### src/rtl/mult_pkg.sv
// Shared state encoding for the sequential shift-and-add multiplier.
package mult_pkg;

    typedef enum logic [1:0] {
        ST_IDLE = 2'd0,
        ST_CALC = 2'd1,
        ST_DONE = 2'd2
    } state_t;

endpackage

### src/rtl/seq_mult.sv
// Sequential shift-and-add multiplier: one partial product per clock, signed or
// unsigned operands, valid/ready on both sides.
module seq_mult
    import mult_pkg::*;
#(
    parameter int WIDTH = 8
) (
    input  logic               clk,
    input  logic               rst,
    input  logic               in_valid,
    output logic               in_ready,
    input  logic [WIDTH-1:0]   a,
    input  logic [WIDTH-1:0]   b,
    input  logic               is_signed,
    output logic               out_valid,
    input  logic               out_ready,
    output logic [2*WIDTH-1:0] res,
    output logic               busy
);

    localparam int CNT_W = $clog2(WIDTH) + 1;

    state_t             state, state_nxt;
    logic [WIDTH-1:0]   mcand, mplier;
    logic [2*WIDTH-1:0] acc, addend, acc_nxt;
    logic [CNT_W-1:0]   cnt;
    logic               neg;
    logic               accept, last;
    logic [WIDTH-1:0]   a_mag, b_mag;

    assign accept = in_valid && in_ready;
    assign last   = (cnt == CNT_W'(WIDTH - 1));

    // The most-negative input negates to itself, which read as unsigned is the
    // correct magnitude 2^(WIDTH-1).
    assign a_mag = (is_signed && a[WIDTH-1]) ? (~a + 1'b1) : a;
    assign b_mag = (is_signed && b[WIDTH-1]) ? (~b + 1'b1) : b;

    assign addend  = mplier[0] ? ({{WIDTH{1'b0}}, mcand} << cnt) : '0;
    assign acc_nxt = acc + addend;

    always_ff @(posedge clk) begin
        if (rst) state <= ST_IDLE;
        else     state <= state_nxt;
    end

    always_comb begin
        state_nxt = state;
        case (state)
            ST_IDLE: if (accept)               state_nxt = ST_CALC;
            ST_CALC: if (last)                 state_nxt = ST_DONE;
            ST_DONE: if (out_valid && out_ready) state_nxt = ST_IDLE;
            default:                           state_nxt = ST_IDLE;
        endcase
    end

    always_comb begin
        in_ready  = (state == ST_IDLE);
        out_valid = (state == ST_DONE);
        busy      = (state == ST_CALC) || (state == ST_DONE);
    end

    always_ff @(posedge clk) begin
        if (rst) begin
            mcand  <= '0;
            mplier <= '0;
            acc    <= '0;
            cnt    <= '0;
            neg    <= 1'b0;
            res    <= '0;
        end else begin
            case (state)
                ST_IDLE: begin
                    if (accept) begin
                        mcand  <= a_mag;
                        mplier <= b_mag;
                        neg    <= is_signed & (a[WIDTH-1] ^ b[WIDTH-1]);
                        acc    <= '0;
                        cnt    <= '0;
                    end
                end
                ST_CALC: begin
                    acc    <= acc_nxt;
                    mplier <= mplier >> 1;
                    cnt    <= cnt + CNT_W'(1);
                    if (last) res <= neg ? (~acc_nxt + 1'b1) : acc_nxt;
                end
                default: ;
            endcase
        end
    end

endmodule

### config.mk
export PLATFORM = sky130hd
export DESIGN_NAME = seq_mult
export DESIGN_NICKNAME = d
export VERILOG_FILES = /design/src/rtl/mult_pkg.sv /design/src/rtl/seq_mult.sv
export SDC_FILE = /design/constraint.sdc
export NUM_CORES = 1
export LEC_CHECK = 0
export ABC_CLOCK_PERIOD_IN_PS = 3500
export CORE_ASPECT_RATIO = 1.4
export CORE_MARGIN = 2
export CORE_UTILIZATION = 52
export DETAILED_ROUTE_END_ITERATION = 6
export GPL_TIMING_DRIVEN = 0
export PLACE_DENSITY = 0.84
export SLEW_MARGIN = 10
export SYNTH_ARGS = -nofsm -noshare
export SYNTH_HDL_FRONTEND = slang
export SYNTH_SLANG_ARGS = --single-unit
### constraint.sdc
create_clock -name clk -period 3.5 [get_ports clk]
set_clock_uncertainty 0.05 [all_clocks]
set_input_delay 1.05 -clock clk [delete_from_list [all_inputs] [get_ports clk]]
set_output_delay 1.05 -clock clk [all_outputs]
set_load 0.05 [all_outputs]
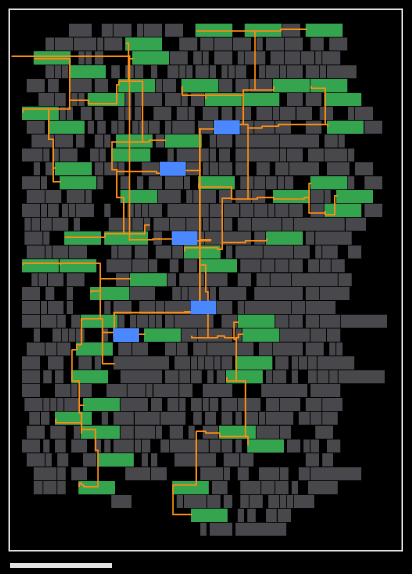
Figure 1: routed clock nets over the placement.
The bar under the picture is 20 microns long.
[blue] clock drivers | count: 5
[green] flip-flops | count: 55
[orange] clock wires | length: 679 microns
flops lie: spread over the die
routed clock nets: 6

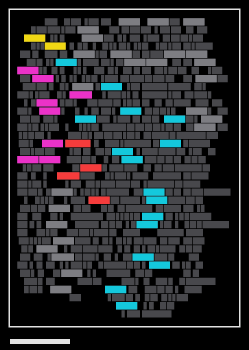
Figure 2: sequential cells grouped by signal name.
The bar under the picture is 20 microns long. Other sequential cells in the stronger grey, the rest of the logic in the fainter grey.
| colour | name in the netlist | flops |
|---|---|---|
| yellow | state | 2 |
| red | cnt | 4 |
| cyan | acc | 16 |
| magenta | mplier | 8 |

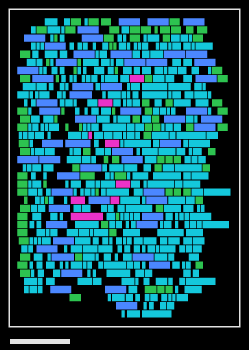
Figure 3: placed cells, one colour a class.
The bar under the picture is 20 microns long.
| colour | class | cells | share of their area |
|---|---|---|---|
| green | other buffers and delay cells | 94 | 14% |
| magenta | clock drivers and dummy loads | 8 | 2.2% |
| blue | flops | 55 | 21% |
| cyan | combinational and other logic | 404 | 62% |

==> summary.txt <==
status = finished with violations
violated checks = setup timing
final critical-path required period = 3780 ps
largest net degree at the start of global routing = 18
net count after synthesis = 529
Crit Path Class = flip-flop to flip-flop
post-detailed-routing wire length = 12,200 microns
Hold Buf Count CTS = 0
fillers = 535
Die X = 76.8 microns
Antenna Nets Post-Route = 0
Min-Delay Path Class = flip-flop to flip-flop
DR WL/cell = 18.6 microns
synthesis area per yosys = 0.00386 sq mm
RSZ-0062 raised after global routing = true
Core ar. = 0.00727 sq mm
CTS H-tree depth = 2
fmax = 0.265 GHz
first-pass GRT wire length = 19,200 microns
Placed Area = 0.00445 sq mm
Pre-antenna DRT Iters = 5
area delta synth->final = 36.7%
hpwl dp = 8110 microns
dominant register cell = dfxtp_1
initial antenna violation count = 0
wire length on met3 = 528 microns
Synth area leader = dfxtp_1
final net count = 604
Worst EP arrival = 3980 ps
leakage = 1.95 nW
CTS sink cnt = 55
Synth Warn # = 0
port buffer count = 38
GRT overflow = 0
WL met2 = 6490 microns
average size of a mapped cell = 7.96 sq um
CTS clk-pin slew, worst paths = 120 ps
share of the synthesized area in the top cell type = 28.5%
Max Used Layer = met4
number of max-cap violations = 0
Synth flops = 55
R2R Path End = res[11]
DIE HEIGHT = 106 microns
chip area = 0.00814 sq mm
share of cells above drive strength 1 = 24.2%
Tot GR Track Use = 29.1%
Finished Cell Area = 0.00528 sq mm
DR vias = 4,087
vias in the first global route = 4,052
internal reg-to-reg setup slack = -280 ps
io pins = 40
crit path to = res[11]
Setup WS pre-CTS = -614 ps
total power = 0.00171 W
gpl congestion = 0.963
Synth Instances = 485
CTS root buffer = clkbuf_8
crit end category = flip-flop
Worst Path Required = 3700 ps
Setup TNS Final = -1550 ps
top cells, area = dfxtp_1, ha_1, nor2_1
drt first-iter violations = 303
Commonest Layout Cell = nor2_1
synthesized cell area = 0.00386 sq mm
share of flip-flops with an asynchronous set or reset = 0%
clk ins delay skew pair = 320 ps
Worst Slack Setup Final = -277 ps
fp util = 53.1%
Pins Over Slew Limit = 0
worst vdd ir = 0.271 mV
CP Launch Type = flip-flop
power density cells = 324 mW/mm^2
Worst slew margin = 53.4%
Remaining DRCs = 0
Hold WS = 422 ps
reg-to-reg startpoint = cnt[1]
clk buf depth = 2
Reg2Reg Depth = 13
Crit Path Max Fanout = 7
CP startpoint = cnt[1]
Worst Tran Pin Value = 699 ps
routed vias/inst = 6.21
Tool Warnings = 31
Site Rows = 37
cycle use final = 108%
Met1 Routed Length = 4480 microns
Final Hold Fails = 0
yosys stat cell total = 485
TritonCTS clock tree = done
register area share after synthesis = 28.5%
Top Layout Cells = nor2_1, dfxtp_1, clkdlybuf4s50_1
EDFF count, synth = 0
antenna fix cells = 0
final setup fails = 10
Unique masters post-synth = 57
CTS Buf Count = 5
==> stage by stage <==
step	utilization [%]	std cells
global route	72.6	658
global placement	61.2	620
CTS	69.1	648
floorplan	-	485
finish	72.6	658
detailed placement	61.2	620
==> what timing repair did <==
action                     4_1_cts  5_1_grt
gates resized                   65       44
pin swaps                       24       19
setup endpoints to repair       14       12
cloned                           0        0
setup buffers                   22       11
==> logic make-up after synthesis <==
logic type	Yosys count	share of synthesized area, %
flops	55	28.5
mux	18	5.22
fa+ha+maj	23	7.65
buf+inv	45	4.37
simple gates	184	23.6
xor+xnor	34	7.71
compound gates	126	22.9
==> report_power, final <==
group	switching (W)	total, W	leakage [nW]	internal, W
clock	0.000226	0.000443	0.0558	0.000217
sequential	0.0000360	0.000693	0.448	0.000657
combinational	0.000341	0.000573	1.45	0.000233
==> worst min path at each step <==
stage / start / endpoint / slack (ps) / cells after the start
finish: res[2] / res[2] / 420 / 2
global placement: res[2] / res[2] / 390 / 2
floorplan: mcand[7] / mcand[7] / 400 / 2
CTS: res[2] / res[2] / 420 / 2
detailed placement: res[2] / res[2] / 400 / 2
global route: res[0] / res[0] / 450 / 2
==> per-layer routing <==
metal / GRT usage (%) / vias to the layer above
met5: 0 / -
li1: - / 1921
met3: 4.16 / 45
met4: 20.9 / 0
met2: 54.3 / 163
met1: 28.9 / 1958
==> flip-flops by register name, indices dropped and copies added (netlist names) <==
signal  flops
mplier      8
res        16
mcand       8
acc        16
cnt         4
state       2
neg         1
==> layout make-up <==
| cell class | count | area, sq um | area share [%] |
|---|---|---|---|
| buffer | 24 | 120 | 2.28 |
| inverter | 19 | 71.3 | 1.35 |
| multi-input combinational | 385 | 3120 | 59.1 |
| clock buffer | 6 | 72.6 | 1.37 |
| tap | 97 | 121 | 2.30 |
| clock inverter | 2 | 38.8 | 0.735 |
| timing repair buffer | 70 | 624 | 11.8 |
| sequential | 55 | 1110 | 21.0 |
==> worst max-delay path, cell delays in order, from the launching register on <==
cell and delay (ps):
dfxtp_4 400, mux2i_2 160, mux2_4 300, mux2i_4 180
nor2b_4 210, ha_4 230, a21o_4 230, buf_4 140
a221oi_4 380, xnor2_2 190, or4_4 630, o41ai_2 270
xnor2_1 130, a211oi_2 220
==> cells in the mapped netlist (all sizes together) (3+ instances only) <==
library cell	count
nand2b	6
a22oi	17
o31ai	4
or4	3
dfxtp	55
nor3	10
nand2	40
a311oi	3
a222oi	6
nor3b	3
and3	4
a21oi	27
nor4	4
ha	22
nand3b	3
mux2	7
a211oi	19
and2	7
clkbuf	24
a31oi	4
inv	19
o22ai	5
nor2b	13
mux2i	10
xor2	18
nand3	15
or3	8
xnor2	16
o21ai	20
a21o	5
nor2	60
Power and IR drop assume default switching activity.
